--- src/rtl/fetch_pkg.sv ---
// Shared definitions for the instruction fetch controller: FSM encoding and PC constants.
package fetch_pkg;

  typedef enum logic [1:0] {
    StIdle   = 2'd0,
    StFetch  = 2'd1,
    StHold   = 2'd2,
    StHalted = 2'd3
  } fetch_state_e;

  localparam logic [31:0] PC_RESET_DEFAULT = 32'h0040_0000;
  localparam int unsigned PC_STEP          = 4;

endpackage

--- src/rtl/pc_range_check.sv ---
// Maps a byte PC onto a program-memory word index and flags PCs that cannot be fetched.
module pc_range_check
  import fetch_pkg::*;
#(
  parameter int unsigned           DATA_WIDTH   = 32,
  parameter int unsigned           MEMORY_DEPTH = 64,
  parameter logic [DATA_WIDTH-1:0] PC_RESET     = DATA_WIDTH'(PC_RESET_DEFAULT)
) (
  input  logic [DATA_WIDTH-1:0] pc_i,
  output logic [DATA_WIDTH-1:0] word_idx_o,
  output logic                  fault_o
);

  localparam logic [DATA_WIDTH-1:0] Depth = DATA_WIDTH'(MEMORY_DEPTH);

  logic [DATA_WIDTH-1:0] offset;

  always_comb begin
    offset     = pc_i - PC_RESET;
    word_idx_o = offset >> 2;
    // Below-base PCs wrap to a huge index, but are flagged explicitly for clarity.
    fault_o    = (pc_i[1:0] != 2'b00) || (pc_i < PC_RESET) || (word_idx_o >= Depth);
  end

endmodule

--- src/rtl/fetch_controller.sv ---
// Program counter, memory sequencing and one-entry instruction buffer with valid/ready output.
module fetch_controller
  import fetch_pkg::*;
#(
  parameter int unsigned           DATA_WIDTH   = 32,
  parameter int unsigned           MEMORY_DEPTH = 64,
  parameter logic [DATA_WIDTH-1:0] PC_RESET     = DATA_WIDTH'(PC_RESET_DEFAULT)
) (
  input  logic                  clk,
  input  logic                  reset,
  input  logic                  start_i,
  input  logic                  halt_i,
  input  logic                  redirect_i,
  input  logic [DATA_WIDTH-1:0] redirect_pc_i,
  output logic                  mem_enable_o,
  output logic [DATA_WIDTH-1:0] mem_address_o,
  input  logic [DATA_WIDTH-1:0] mem_instruction_i,
  output logic                  instr_valid_o,
  input  logic                  instr_ready_i,
  output logic [DATA_WIDTH-1:0] instr_o,
  output logic [DATA_WIDTH-1:0] instr_pc_o,
  output logic [DATA_WIDTH-1:0] pc_plus4_o,
  output logic                  fault_o,
  output logic [DATA_WIDTH-1:0] fetch_count_o
);

  localparam logic [DATA_WIDTH-1:0] Step = DATA_WIDTH'(PC_STEP);
  localparam logic [DATA_WIDTH-1:0] One  = DATA_WIDTH'(1);

  fetch_state_e          state_q, state_d;
  logic [DATA_WIDTH-1:0] pc_q, pc_d;
  logic                  valid_q, valid_d;
  logic [DATA_WIDTH-1:0] instr_q, instr_d;
  logic [DATA_WIDTH-1:0] instr_pc_q, instr_pc_d;
  logic [DATA_WIDTH-1:0] pc_plus4_q, pc_plus4_d;
  logic                  fault_q, fault_d;
  logic [DATA_WIDTH-1:0] count_q, count_d;

  logic [DATA_WIDTH-1:0] word_idx;
  logic                  range_fault;
  logic                  accept;
  logic                  fetch_attempt;

  pc_range_check #(
    .DATA_WIDTH  (DATA_WIDTH),
    .MEMORY_DEPTH(MEMORY_DEPTH),
    .PC_RESET    (PC_RESET)
  ) u_pc_range_check (
    .pc_i      (pc_q),
    .word_idx_o(word_idx),
    .fault_o   (range_fault)
  );

  always_comb begin
    state_d       = state_q;
    pc_d          = pc_q;
    valid_d       = valid_q;
    instr_d       = instr_q;
    instr_pc_d    = instr_pc_q;
    pc_plus4_d    = pc_plus4_q;
    fault_d       = fault_q;
    count_d       = count_q;
    accept        = valid_q && instr_ready_i;
    // HOLD always has a full buffer, so both active states fetch when it frees up.
    fetch_attempt = (!valid_q || instr_ready_i);

    unique case (state_q)
      StIdle: begin
        if (start_i) state_d = StFetch;
      end
      StFetch, StHold: begin
        if (redirect_i) begin
          pc_d    = redirect_pc_i;
          valid_d = 1'b0;
          state_d = StFetch;
        end else begin
          if (accept) begin
            valid_d = 1'b0;
            count_d = count_q + One;
          end
          if (halt_i) begin
            state_d = StHalted;
          end else if (fetch_attempt && range_fault) begin
            fault_d = 1'b1;
            state_d = StHalted;
          end else if (fetch_attempt) begin
            instr_d    = mem_instruction_i;
            instr_pc_d = pc_q;
            pc_plus4_d = pc_q + Step;
            valid_d    = 1'b1;
            pc_d       = pc_q + Step;
            state_d    = StFetch;
          end else begin
            state_d = StHold;
          end
        end
      end
      StHalted: begin
        if (accept) begin
          valid_d = 1'b0;
          count_d = count_q + One;
        end
      end
      default: state_d = StIdle;
    endcase
  end

  always_ff @(posedge clk or posedge reset) begin
    if (reset) begin
      state_q    <= StIdle;
      pc_q       <= PC_RESET;
      valid_q    <= 1'b0;
      instr_q    <= '0;
      instr_pc_q <= '0;
      pc_plus4_q <= Step;
      fault_q    <= 1'b0;
      count_q    <= '0;
    end else begin
      state_q    <= state_d;
      pc_q       <= pc_d;
      valid_q    <= valid_d;
      instr_q    <= instr_d;
      instr_pc_q <= instr_pc_d;
      pc_plus4_q <= pc_plus4_d;
      fault_q    <= fault_d;
      count_q    <= count_d;
    end
  end

  // Memory strobe is suppressed in HOLD and for any PC that would fault.
  assign mem_enable_o  = (state_q == StFetch) && !range_fault;
  assign mem_address_o = word_idx;

  assign instr_valid_o = valid_q;
  assign instr_o       = instr_q;
  assign instr_pc_o    = instr_pc_q;
  assign pc_plus4_o    = pc_plus4_q;
  assign fault_o       = fault_q;
  assign fetch_count_o = count_q;

endmodule

--- config.mk ---
export PLATFORM = sky130hd
export DESIGN_NAME = fetch_controller
export DESIGN_NICKNAME = d
export VERILOG_FILES = /design/src/rtl/fetch_pkg.sv /design/src/rtl/pc_range_check.sv /design/src/rtl/fetch_controller.sv
export SDC_FILE = /design/constraint.sdc
export NUM_CORES = 1
export LEC_CHECK = 0
export CAP_MARGIN = 20
export CORE_ASPECT_RATIO = 1.4
export CORE_MARGIN = 2
export CORE_UTILIZATION = 48
export DETAILED_ROUTE_END_ITERATION = 12
export GPL_TIMING_DRIVEN = 0
export HOLD_SLACK_MARGIN = 0.06
export PLACE_DENSITY = 0.92
export REMOVE_ABC_BUFFERS = 1
export SLEW_MARGIN = 20
export SYNTH_ARGS = -nofsm -noshare
export SYNTH_HDL_FRONTEND = slang
export SYNTH_HIERARCHICAL = 1
export SYNTH_SLANG_ARGS = --single-unit
--- constraint.sdc ---
create_clock -name clk -period 7.92 [get_ports clk]
set_input_delay 1.98 -clock clk [delete_from_list [all_inputs] [get_ports clk]]
set_output_delay 1.98 -clock clk [all_outputs]
set_load 0.1 [all_outputs]
**Where the registers sit**

Other sequential cells in the stronger grey, the rest of the logic in the fainter grey.
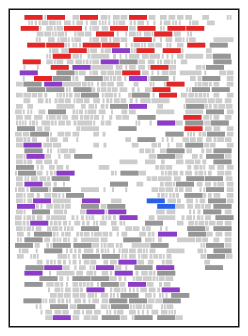
Key: purple = pc_plus4_o [sequential cells 30]; blue = state_q [sequential cells 2]; red = instr_o [sequential cells 32, where a horizontal strip, top]
flip-flop and latch power: 0.00111 W
flip-flop and latch share of the layout cell area: 37.5%

**Ports around the boundary**

Pins as bars across the die edge, other pins in grey.
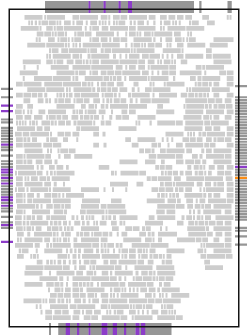
Key: purple = redirect_pc_i [pins 32, direction input, edge 14 bottom, 12 left, 5 top, 1 right]; orange = halt_i [pins 1, direction input, edge right]

**Wiring by layer**

The bar under the picture is 20 um long.
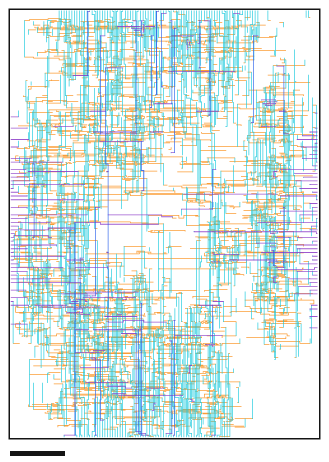
Key: blue = M4 [wire length 976 um]; purple = M3 [wire length 1,370 um]; cyan = M2 [wire length 11,400 um]; orange = M1 [wire length 8,400 um]

**Clock wiring as the flow saved it**

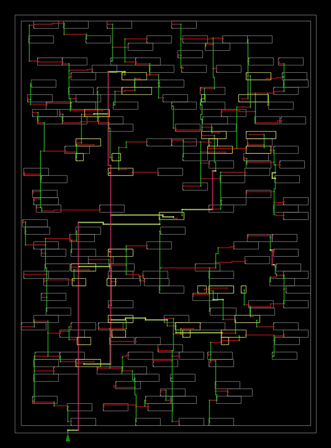
# clk buffers: 21
clock buffers created by TritonCTS: 17
final setup skew: 0.00961 ns
flop count: 162
worst skew pair latency: 0.43 ns

==> out/results.env <==
RUN_STATUS='complete, no violations'
CRITICAL_PATH_STARTPOINT='pc_q[22]'
CHIP_WIDTH_UM=112
ANTENNA_FOUND_INITIAL=0
COMBINED_AREA_OF_ALL_SYNTHESIZED_CELLS_UM2=7770
CTS.SINK_COUNT=162
TNS_NS=0
PLACEMENT.IO_BUFFERS=230
VDD_DROP_MAX_mV=0.525
FINAL-COMB-AREA_UM2=3310
PATH_CELLS='inv_1 -> ha_1 -> xor2_1 -> or4_1 -> nor3_2 -> nand4b_1 -> nor2b_1 -> clkdlybuf4s50_1'
IO_PINS=233
CRITICAL-PATH-MAX-STAGE-DELAY_NS=1.17
EDF_COUNT=0
WORST-SLEW-PIN-TRANSITION_NS=1.05
ASYNCSETRESETFLOPFRACSYNTH_PCT=100
REGTOREGSETUPSLACK_NS=4.21
TOTAL_ROUTING_USAGE_GR_PCT=25.9
FINAL_AREA_UM2=10800
CORE_REGION_AREA_UM2=16000
TIMING.CRITICAL_PATH.FROM_TYPE='register'
HOLD_CLASS='reg -> reg'
DETAIL_ROUTE.FIRST_PASS.ITERATIONS=5
SHARE_COMB_OF_TOTAL_POWER_PCT=40.8
TIMING.MAX_CAP.VIOLATIONS=0
ROUTE.FINAL.WIRE_LENGTH_MM=22.1
FLOPS_LATCHES_SYNTH=162
FIN_CRIT_NS=5.90
DIE_AREA_UM2=17200
CLK_TRANSITION_REPORTED_PATHS_NS=0.06
GLOBALROUTE.TOTALOVERFLOW=0
FP_UTIL_PCT=48.5
P_SW_W=0.00154
STORAGE_CELL_AREA_UM2=4060
HOLD_VIOLATIONS_FINAL=0
SLOWEST_STAGE='sky130_fd_sc_hd__clkdlybuf4s50_1'
PLACE_HPWL_MM=15.7
DP_CELLS=1216
HOLDCRITSTARTPOINT='pc_plus4_o[2]'
MAX-CLOCK-PATH-BUFFERS=2
AREA_DELTA_SYNTH_FINAL_PCT=39.2
DRT_DRC_VIOLATIONS_LEFT=0
POWER_DENSITY_nW_PER_UM2=309
LAYOUT_WORST_PATH_CYCLE_SHARE_PCT=74.5
-- layout make-up --
type	instances	share of cell area, %
well taps	199	2.30
repair buffers	244	23.1
clock inverters	11	1.41
clock buffers	21	4.35
flip-flops and latches	162	37.5
multi-input cells	592	30.6
inverters	19	0.729
-- sequential cells by signal (all words and copies together) (netlist names) --
signal / count
fetch_count_o: 32
instr_o: 32
instr_pc_o: 32
pc_q: 32
state_q: 2
fault_o: 1
pc_plus4_o: 30
instr_valid_o: 1
-- cell usage in the layout, fill, tap and decap left out, drive strengths merged, types with 3 or more instances in the layout --
cell           instances
nor4                   9
clkinvlp               3
xnor2                 47
nand2                250
mux2                   5
o21ai                 68
nor3b                  6
or4                    5
a22oi                 10
a21oi                 17
ha                     8
bufinv                 3
clkbuf                21
nand3                 27
nor3                  20
xor2                  19
nand4                 11
o311ai                 3
o2bb2ai                6
buf                   14
clkdlybuf4s50        230
clkinv                 4
and3                   9
nand2b                 3
and4                   9
nor2b                  4
nor2                  24
inv                   20
dfrtp                160
-- synthesized netlist by cell type, drive strengths merged, types with 2 or more instances --
cell type    n  area share, %
a21o         2           0.19
a21oi       17            1.1
a221o        2           0.26
a22o         2           0.23
a22oi       10           0.97
a31oi        2           0.16
a32o         2           0.26
and2         2           0.16
and3         9           0.72
and4         9            1.0
buf         36            3.1
clkbuf      28            1.4
dfrtp      160             52
dfstp        2           0.68
ha           8            1.3
inv         19           0.92
mux2         5           0.72
nand2      250             12
nand2b       3           0.24
nand3       27            1.7
nand3b       2           0.19
nand4       11            1.1
nand4b       2           0.23
nor2        24            1.2
nor2b        4           0.32
nor3        20            1.5
nor3b        6           0.71
nor4         9            1.2
o211ai       2           0.19
o21ai       68            4.4
o2bb2ai      6           0.68
o311ai       3           0.34
or4          5           0.53
xnor2       47            5.3
xor2        19            2.1
-- worst max-delay path: cells and delay by family (launching register included) --
family	cells	cell delay, ns
buffers and inverters	2	1.26
AND/OR/NAND/NOR	4	1.14
flip-flops	1	0.65
adder cells (fa/ha/maj)	1	0.27
XOR/XNOR	1	0.17
-- layer usage --
metal  up-vias  routed length (um)  GRT usage, %
met3        68                1370          5.02
li1       3193                   -             -
met2       298               11400          44.0
met4         0                 976          14.4
met5         -                   0             0
met1      3356                8400          31.1
-- metrics by stage --
stage | power (W) | hold WS (ns) | setup WS, ns | utilization (%)
detailed placement | 0.00248 | 0.451 | 2.45 | 63.6
floorplan | 0.00210 | 0.457 | 1.32 | -
global placement | 0.00245 | 0.451 | -0.918 | 62.2
global route | 0.00347 | 0.487 | 1.83 | 67.5
CTS | 0.00335 | 0.461 | 1.98 | 67.4
finish | 0.00334 | 0.457 | 2.02 | 67.5
-- kinds of logic after synthesis --
group | synth area share (%)
xor gates and xnor gates | 7.44
adders and majority gates | 1.29
DFF | 52.2
muxes | 0.853
AOI/OAI and AO/OA | 9.50
buffers and inverters | 5.36
and+or+nand+nor | 23.3
other | 0.0483
-- power groups by stage --
stage               logic [W]  registers (W)  clock network (W)
floorplan            0.000673        0.00142                  0
global placement      0.00133        0.00112                  0
detailed placement    0.00136        0.00112                  0
CTS                   0.00136        0.00111           0.000875
global route          0.00142        0.00113           0.000918
finish                0.00137        0.00111           0.000864
Power and IR drop assume default switching activity.
